`src/rtl/mem_arbiter.sv`:
```
// Two-port pmem arbiter: shares one line-wide physical memory port between the
// I-cache and D-cache, alternating on contention, with saturating perf counters.
module mem_arbiter #(
  parameter int ADDR_W = 16,
  parameter int LINE_W = 128,
  parameter int CNT_W  = 16
) (
  input  logic              clk,
  input  logic              rst,
  input  logic              icache_read,
  input  logic [ADDR_W-1:0] icache_address,
  output logic [LINE_W-1:0] icache_rdata,
  output logic              icache_resp,
  input  logic              dcache_read,
  input  logic              dcache_write,
  input  logic [ADDR_W-1:0] dcache_address,
  input  logic [LINE_W-1:0] dcache_wdata,
  output logic [LINE_W-1:0] dcache_rdata,
  output logic              dcache_resp,
  output logic              pmem_read,
  output logic              pmem_write,
  output logic [ADDR_W-1:0] pmem_address,
  output logic [LINE_W-1:0] pmem_wdata,
  input  logic [LINE_W-1:0] pmem_rdata,
  input  logic              pmem_resp,
  input  logic              clear_counters,
  output logic [CNT_W-1:0]  icache_count,
  output logic [CNT_W-1:0]  dcache_count,
  output logic [CNT_W-1:0]  conflict_count
);

  typedef enum logic [1:0] {s_idle, s_icache, s_dcache} state_e;

  state_e            state_q, state_d;
  logic              last_grant_q, last_grant_d;
  logic [CNT_W-1:0]  icnt_q, dcnt_q, ccnt_q;
  logic              i_pend, d_pend, conflict;

  assign i_pend   = icache_read;
  assign d_pend   = dcache_read | dcache_write;
  assign conflict = (state_q == s_idle) & i_pend & d_pend;

  assign icache_rdata = pmem_rdata;
  assign dcache_rdata = pmem_rdata;

  always_comb begin
    state_d      = state_q;
    last_grant_d = last_grant_q;
    pmem_read    = 1'b0;
    pmem_write   = 1'b0;
    pmem_address = '0;
    pmem_wdata   = '0;
    icache_resp  = 1'b0;
    dcache_resp  = 1'b0;
    case (state_q)
      s_idle: begin
        // On a tie, the side that did not win last time gets the grant.
        if (i_pend && (!d_pend || last_grant_q)) begin
          state_d      = s_icache;
          last_grant_d = 1'b0;
        end else if (d_pend) begin
          state_d      = s_dcache;
          last_grant_d = 1'b1;
        end
      end
      s_icache: begin
        pmem_read    = icache_read;
        pmem_address = icache_address;
        icache_resp  = pmem_resp;
        if (pmem_resp) state_d = s_idle;
      end
      s_dcache: begin
        // Write-back wins if the D-cache raises both commands.
        pmem_write   = dcache_write;
        pmem_read    = dcache_read & ~dcache_write;
        pmem_address = dcache_address;
        pmem_wdata   = dcache_wdata;
        dcache_resp  = pmem_resp;
        if (pmem_resp) state_d = s_idle;
      end
      default: state_d = s_idle;
    endcase
  end

  always_ff @(posedge clk or posedge rst) begin
    if (rst) begin
      state_q      <= s_idle;
      last_grant_q <= 1'b1;
    end else begin
      state_q      <= state_d;
      last_grant_q <= last_grant_d;
    end
  end

  function automatic logic [CNT_W-1:0] sat_inc(input logic [CNT_W-1:0] c, input logic inc);
    return (inc && c != '1) ? c + CNT_W'(1) : c;
  endfunction

  always_ff @(posedge clk or posedge rst) begin
    if (rst) begin
      icnt_q <= '0;
      dcnt_q <= '0;
      ccnt_q <= '0;
    end else if (clear_counters) begin
      icnt_q <= '0;
      dcnt_q <= '0;
      ccnt_q <= '0;
    end else begin
      icnt_q <= sat_inc(icnt_q, icache_resp);
      dcnt_q <= sat_inc(dcnt_q, dcache_resp);
      ccnt_q <= sat_inc(ccnt_q, conflict);
    end
  end

  assign icache_count   = icnt_q;
  assign dcache_count   = dcnt_q;
  assign conflict_count = ccnt_q;

endmodule

```
`config.mk`:
```
export PLATFORM = sky130hd
export DESIGN_NAME = mem_arbiter
export DESIGN_NICKNAME = d
export VERILOG_FILES = /design/src/rtl/mem_arbiter.sv
export SDC_FILE = /design/constraint.sdc
export NUM_CORES = 1
export LEC_CHECK = 0
export CAP_MARGIN = 20
export CORE_AREA = 2 2 288 290
export CTS_CLUSTER_SIZE = 10
export DETAILED_ROUTE_END_ITERATION = 7
export DIE_AREA = 0 0 290 292
export HOLD_SLACK_MARGIN = 0.03
export PLACE_DENSITY = 0.3
export SETUP_SLACK_MARGIN = 0.2
export SLEW_MARGIN = 20
export SYNTH_ARGS = -nofsm -noshare
export SYNTH_HDL_FRONTEND = slang
export SYNTH_SLANG_ARGS = --single-unit
export TNS_END_PERCENT = 10
```
`constraint.sdc`:
```
create_clock -name clk -period 3.1 [get_ports clk]
set_clock_uncertainty 0.05 [all_clocks]
set_input_delay 0.465 -clock clk [delete_from_list [all_inputs] [get_ports clk]]
set_output_delay 0.465 -clock clk [all_outputs]
set_load 0.02 [all_outputs]
```
==> ci_impl_report.md <==
## PnR job results

| Metric | Value |
|---|---|
| Fillers | 9384 |
| R2R depth | 8 |
| Unique cell types | 49 |
| Pin count of the biggest net entering global routing | between 80 and 90 |
| DRC | 0 |
| Core area | around 82000 um2 |
| Routed len/inst | 14.2 um |
| Yosys Chip Area | roughly 5800 um2 |
| Setup slack after layout | 329 ps |
| VDD IR max | 0.000190 V |
| WL met3 | 2830 um |
| Most Crowded Layer GR | met2 |
| Post-route cell area | 9120 um2 |
| Combinational fraction of design power | 70.2% |
| Switching Power | approximately 2.0 mW |
| Top cells by count | buf_4, and2_1, nor2_1 |
| Worst-Margin Slew | around 740 ps |
| Vias per std cell | 2.66 |
| Flop pwr share | 16.0% |
| Unrepaired setup endpoints after global routing | true |
| CTS tree | done |
| Part of the power in the clock network | ~14% |
| Int Power | 2.60 mW |
| Total track usage | 6.11% |
| Die Footprint | 84700 um2 |
| Worst Path Arrival | between 2000 and 2500 ps |
| Top sig layer | met5 |
| Register Area | ~1300 um2 |
| Fmax | 0.361 GHz |
| Stage-log warning count | 30 |
| Worst-path clk slew | 80 ps |
| Pwr/cell area | 508 nW/um2 |
| Reg2Reg Launch Point | state_q[0]$_DFFE_PP0P_ |
| Critical path launch point type | register |
| Detailed route wirelength on metal2 | 12700 um |
| Comb area | 2490 um2 |
| Top cells by area | buf_4, dfrtp_1, and2_1 |
| Crit path kind | reg2out |
| Worst hold slack | ~430 ps |
| Max-cap viol count | 0 |
| Syn_nets | 1034 |
| WP data required | 2580 ps |
| GR Layer Usage met1 | 6.75% |
| Latency at later pin | 320 ps |
| Max FO, Critical Path | between 40 and 50 |
| Crit end category | primary output |
| Critical path startpoint | state_q[0]$_DFFE_PP0P_ |
| WL met1 | 10300 um |
| Final Core Density | 11.2% |
| Cell Area, Placed | between 8000 and 9000 um2 |
| Switch share | 43.8% |
| Clock tree buffer depth | 2 |
| Synthesized area per cell | 7.93 um2 |
| Grt total ovfl | 0 |
| Vias in the first global route | around 5500 |
| Synth area leader | buf_4 |
| Outcome | completed |
| Antenna Violating Nets Remaining | 0 |
| Core utilization at floorplan | slightly above 7% |
| Final period util | 89.4% |
| Layout area overhead | 56.9% |
| Yosys warnings | 0 |
| Setup_tns | 0 ps |
| Layout Nets | ~1100 |
| Register area share after synthesis | a little over a fifth |
| R2R Path End | dcache_count[13]$_DFFE_PP0P_ |
| Syn Inst Count | 733 |
| Critical Path End | pmem_wdata[54] |
| Routability cong. | ~0.84 |
| Initial antenna violation count | 1 |
| First-pass GRT wire length | around 38000 um |
| Count leader, synth | buf_4 |
| Post-synth ARST share | 100% |
| Inst Count DP | around 1900 |
| Antenna diode count | 0 |
| Final Hold Fails | 0 |
| Dominant register cell | dfrtp_1 |
| Mapped cell area | roughly 5800 um2 |
| Final Power | 4.63 mW |
| Min-Delay Path Class | in2async |
| CTS buffer count | 5 |
[final cells by class]
cell class	count	area share, %
inverters	9	0.370
flip-flops and latches	51	14.0
clock inverters	2	0.178
well taps	1070	14.7
clock buffers	6	1.52
multi-input cells	391	27.3
repair buffers	377	41.9
[power by group through the flow]
stage | clock [mW] | combinational [mW] | sequential, mW
floorplan | 0 | 1.96 | 0.755
global route | 0.719 | 3.48 | 0.748
detailed placement | 0 | 3.19 | 0.754
finish | 0.637 | 3.25 | 0.741
global placement | 0 | 3.24 | 0.754
CTS | 0.713 | 3.21 | 0.742
[layout by cell type, fill, tap and decap left out, types with 12 or more instances in the layout]
master,netlist,routed
a22oi_1,16,16
and2_1,130,130
clkdlybuf4s50_1,0,353
dfrtp_1,50,50
nand2_1,23,23
nand3_1,12,12
nand4_1,19,19
nor2_1,51,51
nor2b_1,18,18
xnor2_1,23,23
xor2_1,13,13
[sequential cells by signal (all words and copies together), names as in the netlist]
| register | count |
|---|---|
| last_grant_q | 1 |
| dcache_count | 16 |
| conflict_count | 16 |
| icache_count | 16 |
| state_q | 2 |
[what timing repair did]
item | in CTS | in global routing
pin swaps | 0 | 1
hold buffers | 0 | 0
endpoints found under the setup margin | 17 | 89
resized | 1 | 9
cloned | 0 | 1
setup buffers | 0 | 4
[cell families after synthesis]
logic type      Yosys count  synth area share, %
compound gates           49                 5.92
flops                    51                 22.0
buf+inv                 291                 35.5
fa+ha+maj                 6                 1.29
mux                       3                0.538
xor+xnor                 36                 5.42
simple gates            297                 29.4
[critical path, stage by stage, from the launching register on]
cell             delay (ps)
dfrtp_1                 390
inv_1                   140
ha_4                    260
buf_12                  130
clkbuf_16               200
and2_1                  150
clkdlybuf4s50_1         640
detail.png
Region (192, 194) to (242, 244) um. Cells in gray, sequential cells in the stronger gray; small squares are vias.
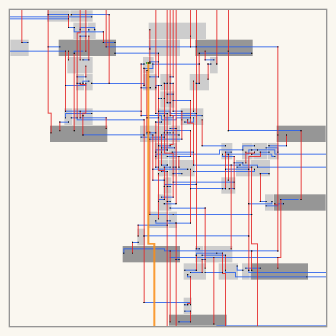
color	layer
green	metal 3
orange	metal 4
blue	metal 1
red	metal 2
most frequent	nor2_1 (9), dfrtp_1 (8), nand3_1 (4)
sequential cells in the window	8
cells with their middle in the window	55
netlist names of flops here include	`icache_count` (8)

layer_met3.png
(1.5 px per um) Cells faint in the background.
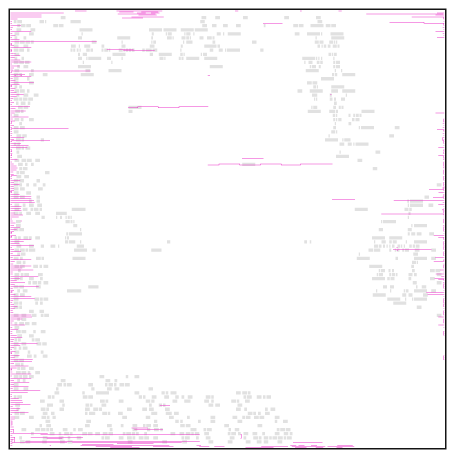
longest straight run	116 um
main direction	horizontal
met3 usage: 2.76%
via count: 5074

layer_met4.png
(1 px per um) Supply wires on this layer in gray. Cells faint in the background.
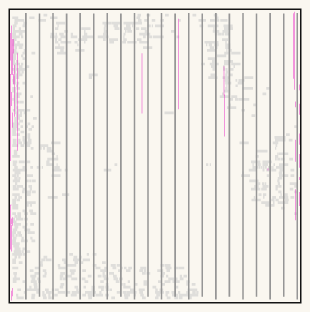
share of all routed wire	3.7%
nets with wire on the layer	27
final WL: 27000 um

io_placement.png
(1 px per um) Pins as bars across the die edge, other pins in gray.
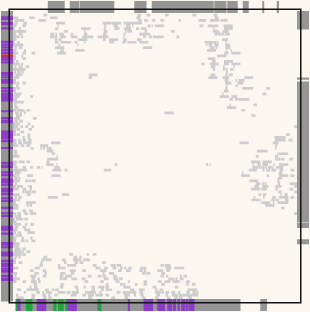
color	port	pins	direction	edge
red	`dcache_write`	1	input	left
green	`dcache_address`	16	input	bottom
purple	`pmem_wdata`	128	output	78 left, 50 bottom
PortBufs: 362
Die X-Extent: 290 um
chip height: 292 um

clocks.png
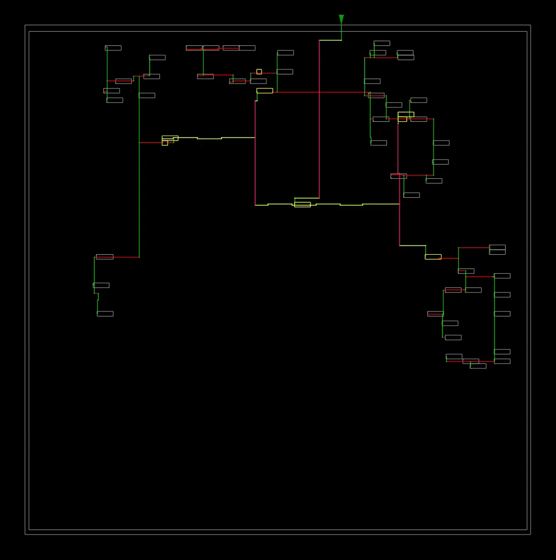
Clock group: 637 uW
Sink Count: 51

Power and IR drop assume default switching activity.
